### src/rtl/mvu_jobctl.sv
// rtl/mvu_jobctl.sv - job sequencer for the MVU input/weight AGU: clear, step, drain, done.
// Optional stall-cycle counter is built when MVU_JOBCTL_PERF_EN is defined.
module mvu_jobctl #(
  parameter int BPREC        = 6,
  parameter int BWBANKA      = 9,
  parameter int BDBANKA      = 15,
  parameter int BCNT         = 16,
  parameter int DRAIN_CYCLES = 3
) (
  input  logic               clk,
  input  logic               rst,
  input  logic               start,
  output logic               ready,
  input  logic [BPREC-1:0]   cfg_iprecision,
  input  logic [BPREC-1:0]   cfg_wprecision,
  input  logic [BDBANKA-1:0] cfg_ibaseaddr,
  input  logic [BWBANKA-1:0] cfg_wbaseaddr,
  input  logic [BCNT-1:0]    cfg_nsteps,
  input  logic               stall,
  output logic               agu_clr,
  output logic               agu_en,
  output logic [BPREC-1:0]   agu_iprecision,
  output logic [BPREC-1:0]   agu_wprecision,
  output logic [BDBANKA-1:0] agu_ibaseaddr,
  output logic [BWBANKA-1:0] agu_wbaseaddr,
  input  logic               agu_shacc_done,
  output logic               busy,
  output logic               done,
  output logic [BCNT-1:0]    acc_count,
  output logic [BCNT-1:0]    perf_stall_cycles
);

  localparam int DW = (DRAIN_CYCLES > 1) ? $clog2(DRAIN_CYCLES) : 1;
  localparam logic [DW-1:0] DRAIN_INIT = DW'(DRAIN_CYCLES - 1);

  typedef enum logic [2:0] {S_IDLE, S_CLEAR, S_RUN, S_DRAIN, S_DONE} state_e;

  state_e            state_q, state_d;
  logic [BCNT-1:0]   remaining_q, remaining_d;
  logic [DW-1:0]     drain_q, drain_d;
  logic [BCNT-1:0]   acc_q, acc_d;
  logic              clr_q, done_q;
  logic              accept;
  logic              counting;
  logic [BPREC-1:0]   iprec_q, wprec_q;
  logic [BDBANKA-1:0] ibase_q;
  logic [BWBANKA-1:0] wbase_q;

  always_comb begin
    state_d     = state_q;
    remaining_d = remaining_q;
    drain_d     = drain_q;
    accept      = 1'b0;
    case (state_q)
      S_IDLE: begin
        if (start) begin
          accept      = 1'b1;
          remaining_d = cfg_nsteps;
          state_d     = S_CLEAR;
        end
      end
      S_CLEAR: begin
        if (remaining_q != '0) begin
          state_d = S_RUN;
        end else begin
          state_d = S_DRAIN;
          drain_d = DRAIN_INIT;
        end
      end
      S_RUN: begin
        if (!stall) begin
          remaining_d = remaining_q - 1'b1;
          if (remaining_q == BCNT'(1)) begin
            state_d = S_DRAIN;
            drain_d = DRAIN_INIT;
          end
        end
      end
      S_DRAIN: begin
        if (drain_q == '0) state_d = S_DONE;
        else               drain_d = drain_q - 1'b1;
      end
      S_DONE:  state_d = S_IDLE;
      default: state_d = S_IDLE;
    endcase
  end

  // Accumulator events count only while the job is stepping or draining.
  assign counting = (state_q == S_RUN) || (state_q == S_DRAIN);

  always_comb begin
    acc_d = acc_q;
    if (accept)                                          acc_d = '0;
    else if (counting && agu_shacc_done && acc_q != '1) acc_d = acc_q + 1'b1;
  end

  always_ff @(posedge clk) begin
    if (rst) begin
      state_q     <= S_IDLE;
      remaining_q <= '0;
      drain_q     <= '0;
      acc_q       <= '0;
      clr_q       <= 1'b1;
      done_q      <= 1'b0;
      iprec_q     <= '0;
      wprec_q     <= '0;
      ibase_q     <= '0;
      wbase_q     <= '0;
    end else begin
      state_q     <= state_d;
      remaining_q <= remaining_d;
      drain_q     <= drain_d;
      acc_q       <= acc_d;
      clr_q       <= (state_d == S_CLEAR);
      done_q      <= (state_d == S_DONE);
      if (accept) begin
        iprec_q <= cfg_iprecision;
        wprec_q <= cfg_wprecision;
        ibase_q <= cfg_ibaseaddr;
        wbase_q <= cfg_wbaseaddr;
      end
    end
  end

`ifdef MVU_JOBCTL_PERF_EN
  logic [BCNT-1:0] perf_q;

  always_ff @(posedge clk) begin
    if (rst)                                              perf_q <= '0;
    else if (accept)                                      perf_q <= '0;
    else if (state_q == S_RUN && stall && perf_q != '1)   perf_q <= perf_q + 1'b1;
  end

  assign perf_stall_cycles = perf_q;
`else
  assign perf_stall_cycles = '0;
`endif

  assign ready          = (state_q == S_IDLE);
  assign busy           = (state_q != S_IDLE);
  assign agu_en         = (state_q == S_RUN) && !stall;
  assign agu_clr        = clr_q;
  assign done           = done_q;
  assign acc_count      = acc_q;
  assign agu_iprecision = iprec_q;
  assign agu_wprecision = wprec_q;
  assign agu_ibaseaddr  = ibase_q;
  assign agu_wbaseaddr  = wbase_q;

endmodule

### config.mk
export PLATFORM = sky130hd
export DESIGN_NAME = mvu_jobctl
export DESIGN_NICKNAME = d
export VERILOG_FILES = /design/src/rtl/mvu_jobctl.sv
export SDC_FILE = /design/constraint.sdc
export NUM_CORES = 1
export LEC_CHECK = 0
export CAP_MARGIN = 20
export CORE_MARGIN = 1
export CORE_UTILIZATION = 41
export DETAILED_ROUTE_END_ITERATION = 6
export MAX_ROUTING_LAYER = met4
export PLACE_DENSITY = 0.77
export RECOVER_POWER = 25
export SYNTH_ARGS = -nofsm -noshare
export SYNTH_HDL_FRONTEND = slang
export SYNTH_SLANG_ARGS = --single-unit
### constraint.sdc
create_clock -name clk -period 2 [get_ports clk]
set_input_delay 0.6 -clock clk [delete_from_list [all_inputs] [get_ports clk]]
set_output_delay 0.6 -clock clk [all_outputs]
set_load 0.01 [all_outputs]
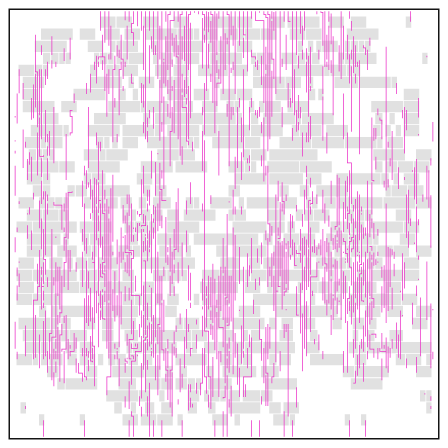
**Above:** signal wires on met2.
share of all routed wire = 51%
longest straight run = 43.0 um
nets with wire on the layer = 575
main direction = vertical

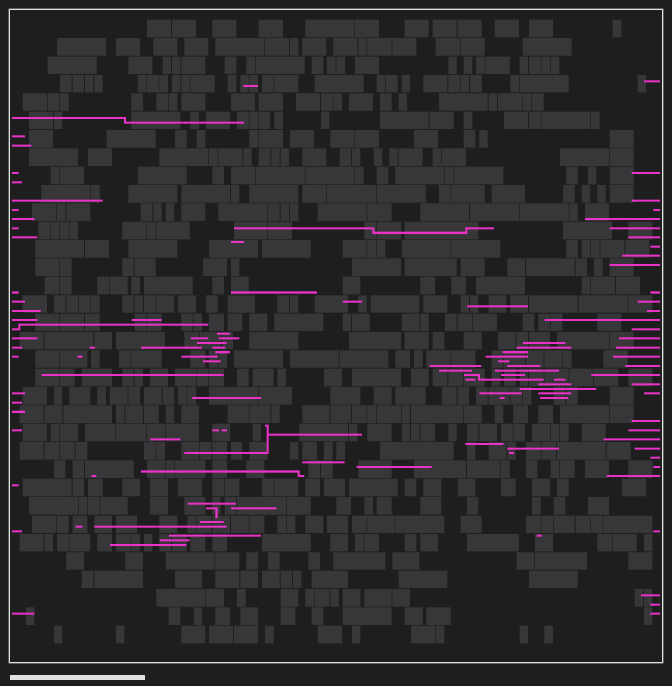
**Above:** met3 routing.
The bar under the picture is 20 um long.
nets with wire on the layer = 99
main direction = horizontal
longest straight run = 27.8 um
wire length on this layer = 658 um

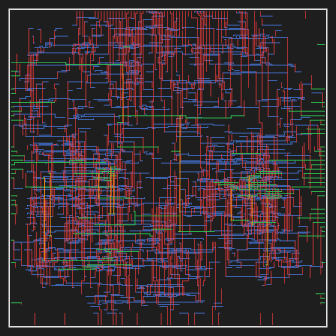
**Above:** metal layers overlaid.
blue -> met1  # wire length 4,220 um
red -> met2  # wire length 5,360 um
orange -> met4  # wire length 177 um
green -> met3  # wire length 658 um

==> Table 3: Implementation characteristics <==
Implementation parameters

Parameter                              Value

Clock network
  Number of clock buffers inserted by TritonCTS    9
  Number of cells upsized or downsized after cts    16

Power and ir drop
  Combinational Power    0.00106 W
  Clock network power share    0.316
  Portion of total power attributed to sequential cells    0.417
  Sw frac    0.2885
  Group drawing the most power    sequential cells
  Switch Pwr    ~0.0011 W

Setup path
  Worst setup slack for register-to-register paths    0.10 ns
  Number of gates on the worst path with buffers counted    4
  Worst setup path startpoint    state_q[1]$_SDFF_PP0_
  Startpoint Class    flop

Layout
  Combinational Gates    ~350
  Clock buffer and inverter area fraction after layout    0.03860
  Cell Count, Final, Fillers Out    726
  Multi-input gate area    between 1500 and 2000 um^2

Final timing
  Timing-limited maximum frequency    between 500 and 600 MHz
  Worst hold margin    around 0.45 ns
  Final setup slack of the worst path    around 0.046 ns
  Worst slew pin tran    a little over 0.6 ns
  Final Hold Violation Tally    0

Routing
  DR top layer    met4
  Number of detailed-routing iterations run before antenna repair    5
  Detailed router's first-iteration violation count    approximately 220

Placed design
  Port buffer count    ~110
  HPWL reported at the end of detailed placement    a little under 8000 um
  Number of placed instances, taps included    about 710

Die
  Chip footprint    around 9300 um^2
  Die Ht    96.59 um
  Tapcells inserted    around 110

Global routing
  Met2 usage    0.3926

Min path
  Number of cells on the worst hold path    2

Logic synthesis
  FF+latch count, synth    75
  Xor/xnor share    0
  Most common flop cell mapped by yosys    sky130_fd_sc_hd__dfxtp_1
  Top-area cell share    0.4093

Status
  Status    complete, no violations
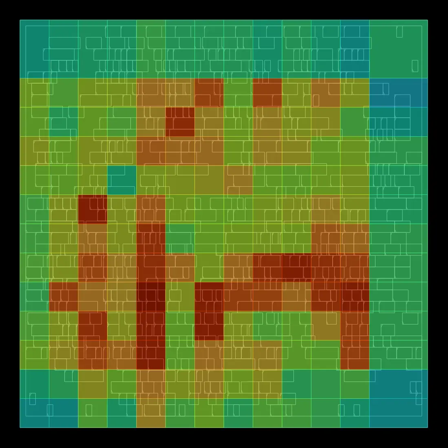
**Above:** congestion heat map.
final cell utilization of the core: 0.6237
met1 track demand over resource in global routing: 0.2694
average routed wire per standard cell: 14.35 um
global routing met3 resource utilization: 0.05869

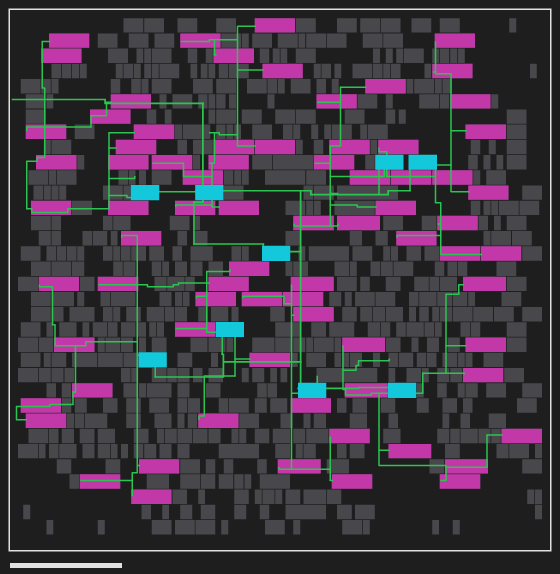
**Above:** clock distribution.
The bar under the picture is 20 um long.
cyan -> cells driving clock nets  # count 9
magenta -> flip-flops  # count 75
green -> clock wires  # length 964 um
routed clock nets = 10
flops lie = all over the die

-- Yosys cell counts (2+ instances only) --
| master | instances |
|---|---|
| sky130_fd_sc_hd__a2111oi_0 | 3 |
| sky130_fd_sc_hd__a211oi_1 | 7 |
| sky130_fd_sc_hd__a21o_1 | 2 |
| sky130_fd_sc_hd__a21oi_1 | 55 |
| sky130_fd_sc_hd__a311oi_1 | 4 |
| sky130_fd_sc_hd__a31oi_1 | 9 |
| sky130_fd_sc_hd__a41oi_1 | 2 |
| sky130_fd_sc_hd__and2_0 | 3 |
| sky130_fd_sc_hd__and2_1 | 2 |
| sky130_fd_sc_hd__and4_1 | 2 |
| sky130_fd_sc_hd__buf_2 | 5 |
| sky130_fd_sc_hd__buf_4 | 18 |
| sky130_fd_sc_hd__clkbuf_1 | 17 |
| sky130_fd_sc_hd__dfxtp_1 | 75 |
| sky130_fd_sc_hd__ha_1 | 5 |
| sky130_fd_sc_hd__inv_1 | 13 |
| sky130_fd_sc_hd__mux2_2 | 3 |
| sky130_fd_sc_hd__mux2i_1 | 9 |
| sky130_fd_sc_hd__nand2_1 | 103 |
| sky130_fd_sc_hd__nand2b_1 | 3 |
| sky130_fd_sc_hd__nand3_1 | 12 |
| sky130_fd_sc_hd__nand4_1 | 8 |
| sky130_fd_sc_hd__nor2_1 | 17 |
| sky130_fd_sc_hd__nor2b_1 | 6 |
| sky130_fd_sc_hd__nor3_1 | 16 |
| sky130_fd_sc_hd__nor3b_1 | 3 |
| sky130_fd_sc_hd__nor4_1 | 9 |
| sky130_fd_sc_hd__o211ai_1 | 2 |
| sky130_fd_sc_hd__o21ai_0 | 13 |
| sky130_fd_sc_hd__o32ai_1 | 2 |
| sky130_fd_sc_hd__or3_1 | 11 |
| sky130_fd_sc_hd__or3b_2 | 2 |
| sky130_fd_sc_hd__or4_1 | 5 |
Power figures rest on the tool's default switching activity, not on a simulated workload.
